File: config.mk
export PLATFORM = sky130hd
export DESIGN_NAME = instr_fetch
export DESIGN_NICKNAME = d
export VERILOG_FILES = /design/src/rtl/instr_fetch.sv
export SDC_FILE = /design/constraint.sdc
export NUM_CORES = 1
export LEC_CHECK = 0
export ABC_AREA = 1
export ABC_CLOCK_PERIOD_IN_PS = 4300
export CAP_MARGIN = 20
export CORE_UTILIZATION = 40
export DETAILED_ROUTE_END_ITERATION = 7
export HOLD_SLACK_MARGIN = 0.1
export PLACE_DENSITY_LB_ADDON = 0.25
export SETUP_SLACK_MARGIN = 0.4
export SKIP_CTS_REPAIR_TIMING = 1
export SLEW_MARGIN = 25
export SYNTH_ARGS = -nofsm -noshare
export SYNTH_HDL_FRONTEND = slang
export SYNTH_SLANG_ARGS = --single-unit
export TNS_END_PERCENT = 100
File: constraint.sdc
create_clock -name clk -period 4.3 [get_ports clk]
set_clock_uncertainty 0.05 [all_clocks]
set_input_delay 1.075 -clock clk [delete_from_list [all_inputs] [get_ports clk]]
set_output_delay 1.075 -clock clk [all_outputs]
set_load 0.02 [all_outputs]
File: src/rtl/instr_fetch.sv
// instr_fetch -- instruction fetch stage sitting directly after the PC register.
//
// Samples pc, issues a single read on the instruction-memory port, and holds the
// returned word for decode under a valid/ready handshake. When decode consumes
// an instruction, pc_step pulses for one cycle so the controller can advance the
// PC. A flush discards any held or in-flight instruction. An in-flight read is
// always allowed to finish (DRAIN), so the memory protocol is never abandoned.
//
// Ports
//   clk, rst_n           clock; asynchronous active-low reset
//   fetch_en             allow new fetches from IDLE
//   pc                   current PC
//   flush                discard held/in-flight instruction
//   imem_req/imem_addr   read request and address (address frozen while req=1)
//   imem_ack/imem_rdata  read completion and data
//   instr/instr_pc       fetched word and the address it came from
//   instr_valid          instr/instr_pc valid for decode
//   instr_ready          decode accepts instr
//   pc_step              one-cycle pulse after an instruction is consumed
//   fetch_fault          misaligned-PC fault (sticky until flush/reset)
//
// Build option
//   MISALIGN_CHECK_EN    when defined, a fetch from a PC with pc[1:0]!=0 is
//                        refused and fetch_fault is raised; when undefined,
//                        pc[1:0] is ignored and fetch_fault is tied 0.
//
// state | meaning
// ------+--------------------------------------------------------------
// IDLE  | no read outstanding, no instruction held
// BUSY  | read outstanding, result will be delivered to decode
// DRAIN | read outstanding after a flush, result will be discarded
// VALID | instruction held for decode

module instr_fetch #(
  parameter int              XLEN        = 32,
  parameter logic [XLEN-1:0] RESET_INSTR = 32'h00000013
) (
  input  logic            clk,
  input  logic            rst_n,
  input  logic            fetch_en,
  input  logic [XLEN-1:0] pc,
  input  logic            flush,
  output logic            imem_req,
  output logic [XLEN-1:0] imem_addr,
  input  logic            imem_ack,
  input  logic [XLEN-1:0] imem_rdata,
  output logic [XLEN-1:0] instr,
  output logic [XLEN-1:0] instr_pc,
  output logic            instr_valid,
  input  logic            instr_ready,
  output logic            pc_step,
  output logic            fetch_fault
);

  typedef enum logic [1:0] {
    S_IDLE  = 2'd0,
    S_BUSY  = 2'd1,
    S_DRAIN = 2'd2,
    S_VALID = 2'd3
  } state_t;

  state_t          state_q, state_d;
  logic            req_q, req_d;
  logic [XLEN-1:0] addr_q, addr_d;
  logic [XLEN-1:0] instr_q, instr_d;
  logic [XLEN-1:0] ipc_q, ipc_d;
  logic            valid_q, valid_d;
  logic            step_q, step_d;
`ifdef MISALIGN_CHECK_EN
  logic            fault_q, fault_d;
`endif

  always_ff @(posedge clk or negedge rst_n) begin
    if (!rst_n) begin
      state_q <= S_IDLE;
      req_q   <= 1'b0;
      addr_q  <= '0;
      instr_q <= RESET_INSTR;
      ipc_q   <= '0;
      valid_q <= 1'b0;
      step_q  <= 1'b0;
`ifdef MISALIGN_CHECK_EN
      fault_q <= 1'b0;
`endif
    end else begin
      state_q <= state_d;
      req_q   <= req_d;
      addr_q  <= addr_d;
      instr_q <= instr_d;
      ipc_q   <= ipc_d;
      valid_q <= valid_d;
      step_q  <= step_d;
`ifdef MISALIGN_CHECK_EN
      fault_q <= fault_d;
`endif
    end
  end

  // The IDLE cycle in which pc_step is high does not start a fetch: the
  // controller advances pc on that cycle's closing edge, so sampling then
  // would pick up the stale PC.
  always_comb begin
    state_d = state_q;
    req_d   = req_q;
    addr_d  = addr_q;
    instr_d = instr_q;
    ipc_d   = ipc_q;
    valid_d = valid_q;
    step_d  = 1'b0;
`ifdef MISALIGN_CHECK_EN
    fault_d = fault_q;
`endif

    case (state_q)
      S_IDLE: begin
`ifdef MISALIGN_CHECK_EN
        if (flush) begin
          fault_d = 1'b0;
        end else if (fetch_en && !step_q && !fault_q) begin
          if (pc[1:0] != 2'b00) begin
            fault_d = 1'b1;
            ipc_d   = pc;
          end else begin
            state_d = S_BUSY;
            req_d   = 1'b1;
            addr_d  = pc;
          end
        end
`else
        if (fetch_en && !flush && !step_q) begin
          state_d = S_BUSY;
          req_d   = 1'b1;
          addr_d  = pc;
        end
`endif
      end

      S_BUSY: begin
        if (imem_ack) begin
          req_d = 1'b0;
          if (flush) begin
            instr_d = RESET_INSTR;
            state_d = S_IDLE;
          end else begin
            instr_d = imem_rdata;
            ipc_d   = addr_q;
            valid_d = 1'b1;
            state_d = S_VALID;
          end
        end else if (flush) begin
          state_d = S_DRAIN;
        end
      end

      S_DRAIN: begin
        if (imem_ack) begin
          req_d   = 1'b0;
          state_d = S_IDLE;
        end
      end

      S_VALID: begin
        if (flush) begin
          valid_d = 1'b0;
          instr_d = RESET_INSTR;
          state_d = S_IDLE;
        end else if (instr_ready) begin
          valid_d = 1'b0;
          step_d  = 1'b1;
          state_d = S_IDLE;
        end
      end

      default: begin
        state_d = S_IDLE;
      end
    endcase
  end

  assign imem_req    = req_q;
  assign imem_addr   = addr_q;
  assign instr       = instr_q;
  assign instr_pc    = ipc_q;
  assign instr_valid = valid_q;
  assign pc_step     = step_q;
`ifdef MISALIGN_CHECK_EN
  assign fetch_fault = fault_q;
`else
  assign fetch_fault = 1'b0;
`endif

endmodule

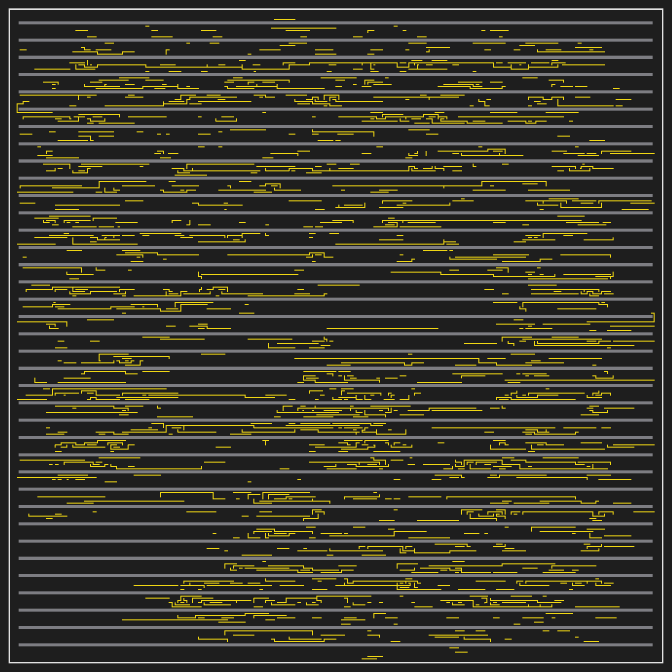
Figure 1: metal 1.
Supply wires on this layer in gray.
The layer carries 4000 µm of wire. The longest straight run is 31.3 µm. 574 nets have wire on it.
M1 GR Usage: 0.231
routed wire length: 9580 µm
via count of the routed design: 3364

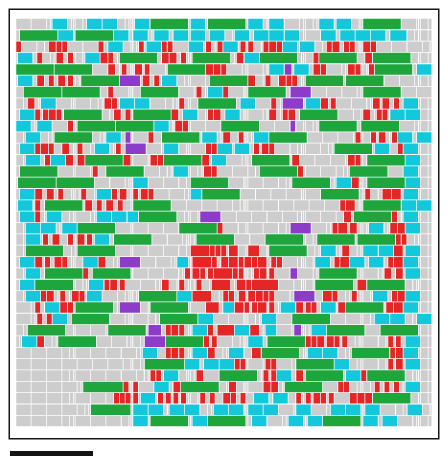
Figure 2: cells colored by class.
The bar under the picture is 20 µm long. Fill, decap, tap and diode cells in gray.
Key: purple = clock drivers and dummy loads [cells 16, share of their area 2.9%]; red = remaining logic cells [cells 310, share of their area 24%]; green = sequential cells [cells 101, share of their area 43%]; cyan = remaining buffers and delay cells [cells 173, share of their area 30%]
cell area after layout: 6000 µm²
final core area utilization: 0.613
area of the core: 9770 µm²

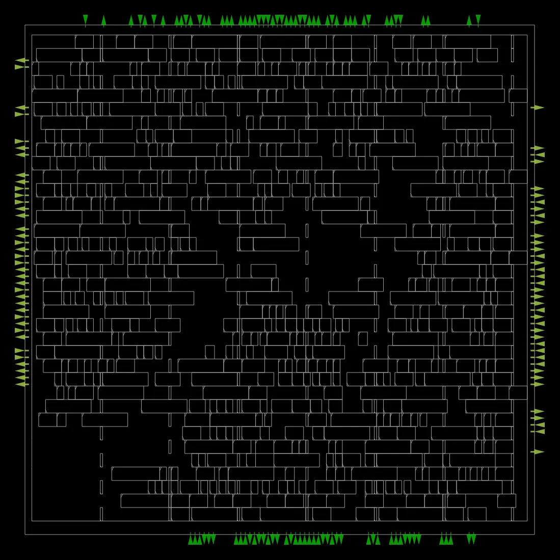
Figure 3: placed standard cells.
Std-Cell Rows: 36
count of filler cells inserted in the layout: 888
final instance count without filler cells: 733
share of the final layout cell area in sequential cells: 0.422

## synthesized netlist by cell type, types with 4 or more instances
cell type                   n  area, µm²
sky130_fd_sc_hd__a21oi_1   34        170
sky130_fd_sc_hd__buf_2      8       40.0
sky130_fd_sc_hd__clkbuf_1  10       37.5
sky130_fd_sc_hd__dfrtp_1   98       2450
sky130_fd_sc_hd__ha_1       5       62.6
sky130_fd_sc_hd__inv_1     38        143
sky130_fd_sc_hd__nand2_1   97        364
sky130_fd_sc_hd__nand2_2   12       75.1
sky130_fd_sc_hd__nand3_1   34        170
sky130_fd_sc_hd__nand4_1    4       25.0
sky130_fd_sc_hd__nor2_1    44        165
sky130_fd_sc_hd__o21ai_0   33        165
## tightest hold or removal path: cells and delay by family (launching register included)
family / cells / cell delay, ns
DFF: 1 / 0.35
and+or+nand+nor: 2 / 0.10
==> summary.log <==
[power] Flop+latch power 1.60 mW
[global_routing] GRT Residual Overflow 0
[power] Final Total Pwr 4.40 mW
[cts] Root Buffer sky130_fd_sc_hd__clkbuf_8
[detailed_routing] routed length on met2 4720 µm
[critical_path] launching instance or port of the critical path instr[0]$_DFFE_PN1P_
[cells_and_area] area grow syn2layout 47.9%
[cells_and_area] ClkCell Share 0.0282
[job] Maximum Capacitance Violations 0
[cells_and_area] nonclk buf count 173
[floorplan] tap cell instance count 133
[power] power drawn by the combinational cells 2.26 mW
[cts] TritonCTS clock tree built
[cells_and_area] combined flip-flop and latch cell area 2530 µm²
[critical_path] capturing point of the worst reg2reg path instr[30]$_DFFE_PN0P_
[global_routing] global router's overall resource usage 0.190
[power] combinational cell fraction of total power 0.515
[detailed_routing] Wirelength per Cell 13.1 µm
[power] switching power as a share of total power 0.409
[floorplan] total die area 10500 µm²
[logic_synthesis] Gate Count Post-Synth 434
[critical_path] top fanout value on the critical path 2
[placed_design] final weighted congestion of routability-driven global placement 0.820
[detailed_routing] WL met1 4000 µm
[worst_hold_path] worst hold path startpoint instr[27]$_DFFE_PN0P_
[power] part of the total power dissipated in the clock network 0.121
[final_timing] Worst Hold Slack 0.430 ns
[worst_hold_path] type of the most critical hold path register to register
[floorplan] num ports 170
[critical_path] worst endpoint data arrival time 1.49 ns
[logic_synthesis] simple logic cell fraction of the synthesized area 0.204
[worst_hold_path] hold path cells 2
[final_timing] Final Hold Violation Tally 0
[power] Static Leakage 2.88 nW
[cells_and_area] share of cells above drive strength 1 0.0717
[final_timing] setup ws final 1.69 ns
[outcome] outcome finished clean
[logic_synthesis] Most used DFF post-synth sky130_fd_sc_hd__dfrtp_1
[final_timing] f_max 382 MHz
[logic_synthesis] dominant kind of combinational cell simple AND/OR/NAND/NOR gates
[critical_path] critical path's top delay family buffers and inverters
[critical_path] Worst Setup Start Kind register
[floorplan] initial core utilization 0.415
[global_routing] global routing usage on met3 0.0536
[logic_synthesis] complex-gate fraction of the synthesized area 0.0868
[final_timing] Sum Neg Setup Slack 0 ns
[placed_design] total half-perimeter wirelength after legalization and detailed placement 6760 µm
[cells_and_area] logic gate fraction of the total cell area 0.209
[placed_design] placed cell count 717
[cts] buffers from clock root to sink, at most 2
[critical_path] flop2flop setup slack 2.46 ns
[power] power share of the sequential group 0.364
[logic_synthesis] count of instantiated cells in the yosys netlist 434
[cells_and_area] Top class by area flip-flops and latches
[floorplan] die y size 103 µm
[cells_and_area] number of multi-input combinational cells 269
[power] Worst IR Drop VDD 0.363 mV
[detailed_routing] met3 WL post-DR 689 µm
[logic_synthesis] area of the mapped netlist 4050 µm²
[detailed_routing] Post-DRT Antenna Nets 0
[final_timing] Worst Tran Pin Value 0.822 ns
[critical_path] Reg-to-Reg Start state_q[1]$_DFFE_PN0P_
[global_routing] layer with the highest usage after global routing met2
[final_timing] setup repair after global routing missed its margin no
[cells_and_area] Combinational Area 1250 µm²
[critical_path] Register-to-Register Path Depth 7
[cts] number of CTS-inserted buffers 9
[critical_path] Max stage delay cell, worst path sky130_fd_sc_hd__clkdlybuf4s50_1
[global_routing] pin count of the biggest net entering global routing 91
[critical_path] nature of the critical path endpoint primary output
[logic_synthesis] number of library cell types mapped by synthesis 22
[critical_path] endpoint required time on the critical path 3.17 ns
[logic_synthesis] flops & latches, synth 101
[global_routing] number of antenna violations at the first check in global routing 0
[cts] CTS HTree Levels 3
[global_routing] first-pass GRT wire length 15300 µm
[global_routing] via count of the first global-routing pass 3267
[logic_synthesis] Adder Share, Synth 0.0154
[detailed_routing] vias per std cell 4.59
Power and IR drop assume default switching activity.
